**config.mk**
```make
export PLATFORM = sky130hd
export DESIGN_NAME = mem_responder
export DESIGN_NICKNAME = d
export VERILOG_FILES = /design/src/rtl/mem_responder.sv
export SDC_FILE = /design/constraint.sdc
export NUM_CORES = 2
export LEC_CHECK = 0
export CAP_MARGIN = 20
export CORE_UTILIZATION = 37
export CTS_CLUSTER_SIZE = 10
export DETAILED_ROUTE_END_ITERATION = 10
export GPL_TIMING_DRIVEN = 0
export PLACE_DENSITY = 0.51
export RECOVER_POWER = 50
export SYNTH_ARGS = -nofsm -noshare
export SYNTH_HDL_FRONTEND = slang
export SYNTH_SLANG_ARGS = --single-unit
```
**constraint.sdc**
```tcl
create_clock -name clk -period 9 [get_ports clk]
set_input_delay 1.8 -clock clk [delete_from_list [all_inputs] [get_ports clk]]
set_output_delay 1.8 -clock clk [all_outputs]
set_load 0.02 [all_outputs]
```
**src/rtl/mem_responder.sv**
```systemverilog
// mem_responder: cache-side backing-store responder.
//
// Holds a 2^ADDR_W x DATA_W storage array. After reset the whole array is
// zeroed, one word per cycle (INIT). It then accepts one request at a time:
// a refill read or a dirty-word writeback. Each request is served after
// LATENCY access cycles and completes with a one-cycle response pulse.
//
// Parameters
//   ADDR_W   word address width (storage depth 2^ADDR_W)
//   DATA_W   data word width
//   LATENCY  access cycles per request, 1..15
//
// Ports
//   clk        clock, rising edge
//   rst_n      asynchronous active-low reset
//   req        request strobe, sampled only while busy=0
//   req_write  1 = writeback, 0 = refill read
//   req_addr   word address of the request
//   req_data   writeback data (ignored for reads)
//   busy       high while initialising or servicing a request
//   rdata      refill data, held until the next read completes
//   rvalid     one-cycle pulse: refill data on rdata
//   wdone      one-cycle pulse: writeback committed to storage
module mem_responder #(
  parameter int ADDR_W  = 8,
  parameter int DATA_W  = 16,
  parameter int LATENCY = 3
) (
  input  logic              clk,
  input  logic              rst_n,
  input  logic              req,
  input  logic              req_write,
  input  logic [ADDR_W-1:0] req_addr,
  input  logic [DATA_W-1:0] req_data,
  output logic              busy,
  output logic [DATA_W-1:0] rdata,
  output logic              rvalid,
  output logic              wdone
);

  localparam int         DEPTH  = 1 << ADDR_W;
  localparam logic [3:0] LAT_M1 = 4'(LATENCY - 1);

  typedef enum logic [1:0] {
    INIT   = 2'd0,
    IDLE   = 2'd1,
    ACCESS = 2'd2,
    RESP   = 2'd3
  } state_t;

  state_t              state;
  logic [ADDR_W-1:0]   init_cnt;
  logic [3:0]          lat_cnt;

  logic [DATA_W-1:0]   mem [DEPTH];

  logic                write_p0;
  logic [ADDR_W-1:0]   addr_p0;
  logic [DATA_W-1:0]   data_p0;

  logic                accept;
  logic                last_access;

  logic                mem_we;
  logic [ADDR_W-1:0]   mem_waddr;
  logic [DATA_W-1:0]   mem_wdata;

  assign accept      = (state == IDLE) && req;
  assign last_access = (state == ACCESS) && (lat_cnt == 4'd0);

  // Stage 0: request capture on the accept edge; later input changes are
  // invisible to the operation in flight.
  always_ff @(posedge clk) begin
    if (accept) begin
      write_p0 <= req_write;
      addr_p0  <= req_addr;
      data_p0  <= req_data;
    end
  end

  // Storage write port: the INIT sweep and committed writebacks. Gated by
  // rst_n so that clock edges while reset is held leave storage untouched.
  always_comb begin
    mem_we    = 1'b0;
    mem_waddr = addr_p0;
    mem_wdata = data_p0;
    if (rst_n) begin
      if (state == INIT) begin
        mem_we    = 1'b1;
        mem_waddr = init_cnt;
        mem_wdata = '0;
      end else if (last_access && write_p0) begin
        mem_we = 1'b1;
      end
    end
  end

  // Storage has no reset: only the INIT sweep clears it.
  always_ff @(posedge clk) begin
    if (mem_we) begin
      mem[mem_waddr] <= mem_wdata;
    end
  end

  // Stage 1: control FSM with registered outputs.
  always_ff @(posedge clk or negedge rst_n) begin
    if (!rst_n) begin
      state    <= INIT;
      init_cnt <= '0;
      lat_cnt  <= 4'd0;
      busy     <= 1'b1;
      rvalid   <= 1'b0;
      wdone    <= 1'b0;
      rdata    <= '0;
    end else begin
      rvalid <= 1'b0;
      wdone  <= 1'b0;
      case (state)
        INIT: begin
          init_cnt <= init_cnt + ADDR_W'(1);
          if (init_cnt == {ADDR_W{1'b1}}) begin
            state <= IDLE;
            busy  <= 1'b0;
          end
        end
        IDLE: begin
          if (req) begin
            state   <= ACCESS;
            busy    <= 1'b1;
            lat_cnt <= LAT_M1;
          end
        end
        ACCESS: begin
          // lat_cnt reaching zero marks the final access edge; with
          // LATENCY=1 it is loaded with zero and never decremented.
          if (lat_cnt == 4'd0) begin
            state <= RESP;
            if (write_p0) begin
              wdone <= 1'b1;
            end else begin
              rvalid <= 1'b1;
              rdata  <= mem[addr_p0];
            end
          end else begin
            lat_cnt <= lat_cnt - 4'd1;
          end
        end
        RESP: begin
          state <= IDLE;
          busy  <= 1'b0;
        end
        default: begin
          state <= INIT;
          busy  <= 1'b1;
        end
      endcase
    end
  end

endmodule

```
==> qor.json <==
{
  "synthesis": {
    "yosys_warnings": 0,
    "asyncSetResetFlopFracSynth": 0.00794,
    "ys_cells": 7314,
    "synth.cell_area_um2": 159000,
    "syn-num-nets": 7351,
    "netlist.top_cell.by_instances": "edfxtp_1",
    "synthesized_flop_and_latch_total": 4154
  },
  "timing": {
    "worst_pin_slew_ns": 4.48,
    "skew_ns": 0.0620,
    "worst_hold_slack_ns": 0.555,
    "worst_slack_ns": 1.48,
    "timing.final.max_slew_violations": 1122
  },
  "drt": {
    "drt_iter0_markers": 12698,
    "avgViaCountPerCell": 6.04
  },
  "cells_and_area": {
    "layout_area_growth_over_synthesis_pct": 17.8,
    "final_layout_size_suffix_gt1_frac": 0.282
  },
  "status": {
    "failed_checks": "max-capacitance violations, max-slew violations",
    "status": "finished, violations left"
  },
  "cts": {
    "clock.latency.late_pin_ns": 1.05,
    "cts_repair_resize_count": 0
  },
  "worst_setup_path": {
    "critical-path-max-stage-delay_ns": 3.05,
    "timing.critical_path.to_type": "register",
    "worst_ep_required_time_ns": 9.18,
    "timing.critical_path.arrival_ns": 7.71,
    "timing.critical_path.slowest_stage_cell": "clkbuf_1"
  },
  "die": {
    "top_level_ports": 47,
    "placement_rows": 240,
    "die_height_um": 657,
    "coreArea_um2": 427000
  },
  "run": {
    "max_cap_viol_count": 21
  },
  "placement": {
    "dpl-instance-area_um2": 174000,
    "place.detailed.instances": 13394,
    "portBuffers": 46
  },
  "global_route": {
    "gr-usage-all-layers": 0.261,
    "grt_antenna_before_repair": 54
  },
  "power_and_ir_drop": {
    "leakage_nw": 58.2
  }
}
## cell families after synthesis
kind of cell	count (synthesis)	synth area share
XOR/XNOR	7	0.000386
buffers and inverters	458	0.0148
multiplexers	1181	0.144
adder cells (fa/ha/maj)	9	0.000709
AND-OR/OR-AND	777	0.0345
AND/OR/NAND/NOR	728	0.0214
flip-flops	4154	0.784
## power by group
part           total (mW)  internal, mW  switching, mW
Sequential           21.1          21.1        0.00199
Combinational       0.277        0.0506          0.227
Clock                16.9          9.41           7.53
Total                38.4          30.6           7.76
## registers in the layout, indices dropped and copies added, names as in the netlist
name / cells
addr_p0: 8
busy: 1
data_p0: 16
init_cnt: 8
lat_cnt: 4
mem: 4096
rdata: 16
rvalid: 1
state: 2
wdone: 1
write_p0: 1
## layer usage
layer | part of all wire | up-vias | track usage
li1 | - | 32640 | -
met1 | 0.37 | 46046 | 0.331
met2 | 0.45 | 5079 | 0.401
met3 | 0.11 | 1186 | 0.0827
met4 | 0.063 | 4 | 0.138
met5 | 0.000049 | - | 0
## stage by stage
stage / utilization / power [mW]
final: 0.438 / 38.4
after global routing: 0.438 / 39.2
after CTS: 0.438 / 38.5
after detailed placement: 0.408 / 21.8
after global placement: 0.390 / 21.8
after floorplan: - / 21.6
## cell type report
type	instances	area share
inverter	10	0.000201
buffer	448	0.0127
tap	5687	0.0380
antenna	39	0.000521
clock inverter	52	0.00409
clock buffer	566	0.0647
sequential	4154	0.666
timing repair buffer	402	0.0380
multi-input combinational	2702	0.176
## critical path: cells and delay by family
family,cells,cell delay (ns)
simple gates,2,1.71
buf+inv,4,3.98
## cells in the final DEF (no fill, tap or decap), types with 45 or more instances in the layout
| cell type | n |
|---|---|
| a211oi_1 | 58 |
| a21oi_1 | 111 |
| a22oi_1 | 343 |
| buf_16 | 125 |
| buf_2 | 121 |
| buf_4 | 53 |
| buf_8 | 189 |
| clkbuf_1 | 294 |
| clkbuf_16 | 468 |
| edfxtp_1 | 4121 |
| mux2_2 | 101 |
| mux2i_1 | 200 |
| mux4_2 | 879 |
| nand2_1 | 152 |
| nand3_1 | 84 |
| nand4_1 | 54 |
| nor2_2 | 218 |
| o211ai_1 | 45 |
| o221ai_1 | 69 |
| o22ai_1 | 65 |
## worst paths after layout
kind,from,slack (ns),depth (start not counted),endpoint
min in group asynchronous,rst_n,0.79,1,rvalid
setup reg to reg,state[0],2.04,6,mem[203][14]
setup / recovery,rst_n,1.48,6,mem[203][14]
hold / removal,state[0],0.55,2,state[0]
hold reg to reg,state[0],0.55,2,state[0]
max in group asynchronous,rst_n,7.47,2,rdata[2]
closeup.png
Scale bar: 10 µm. Region (473, 144) to (513, 184) µm. Cells in grey, sequential cells in the stronger grey; small squares are vias.
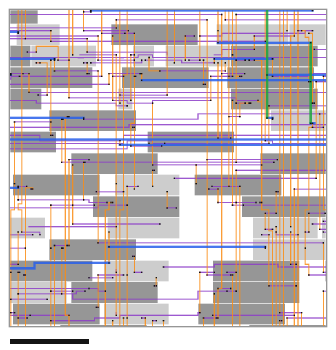
- blue: M3
- purple: M1
- green: M4
- orange: M2
- cells with their middle in the window: 38
- most frequent: edfxtp_1 (22), mux4_2 (8), clkbuf_16 (4)
- netlist names of flops here include: mem (22)
- sequential cells in the window: 22

congestion_map.png
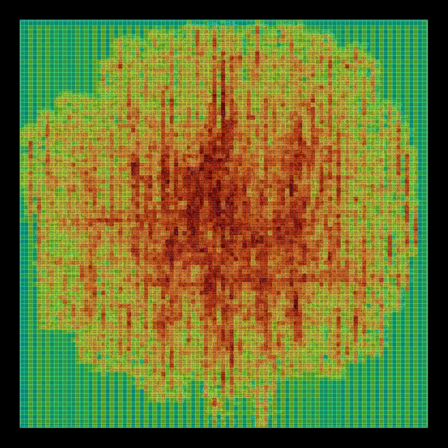
Global Route met1 Usage: 0.331
GR Layer Usage met3: 0.0827

m3.png
Scale bar: 200 µm.
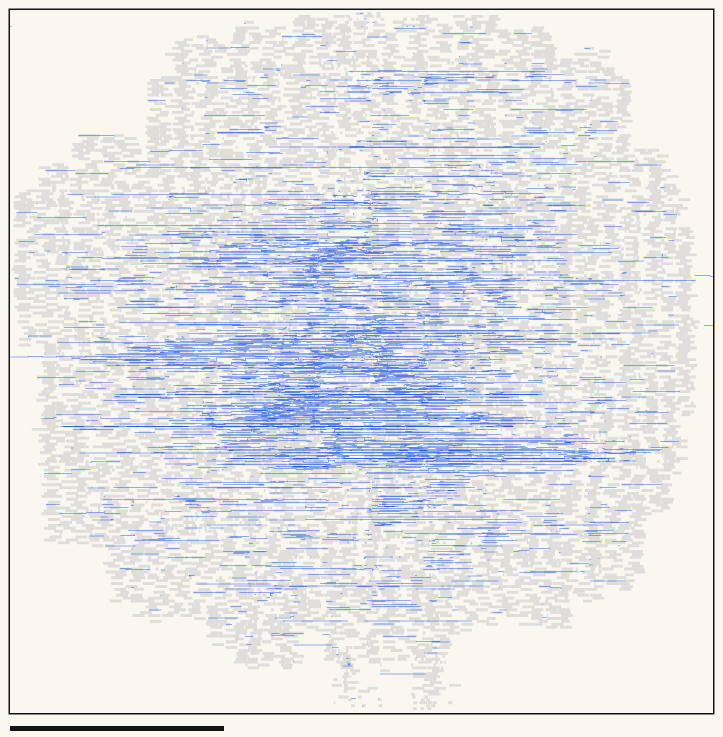
- wire length on this layer: 62.0 mm
- share of all routed wire: 11%
- nets with wire on the layer: 1187
- main direction: horizontal

Power figures rest on the tool's default switching activity, not on a simulated workload.
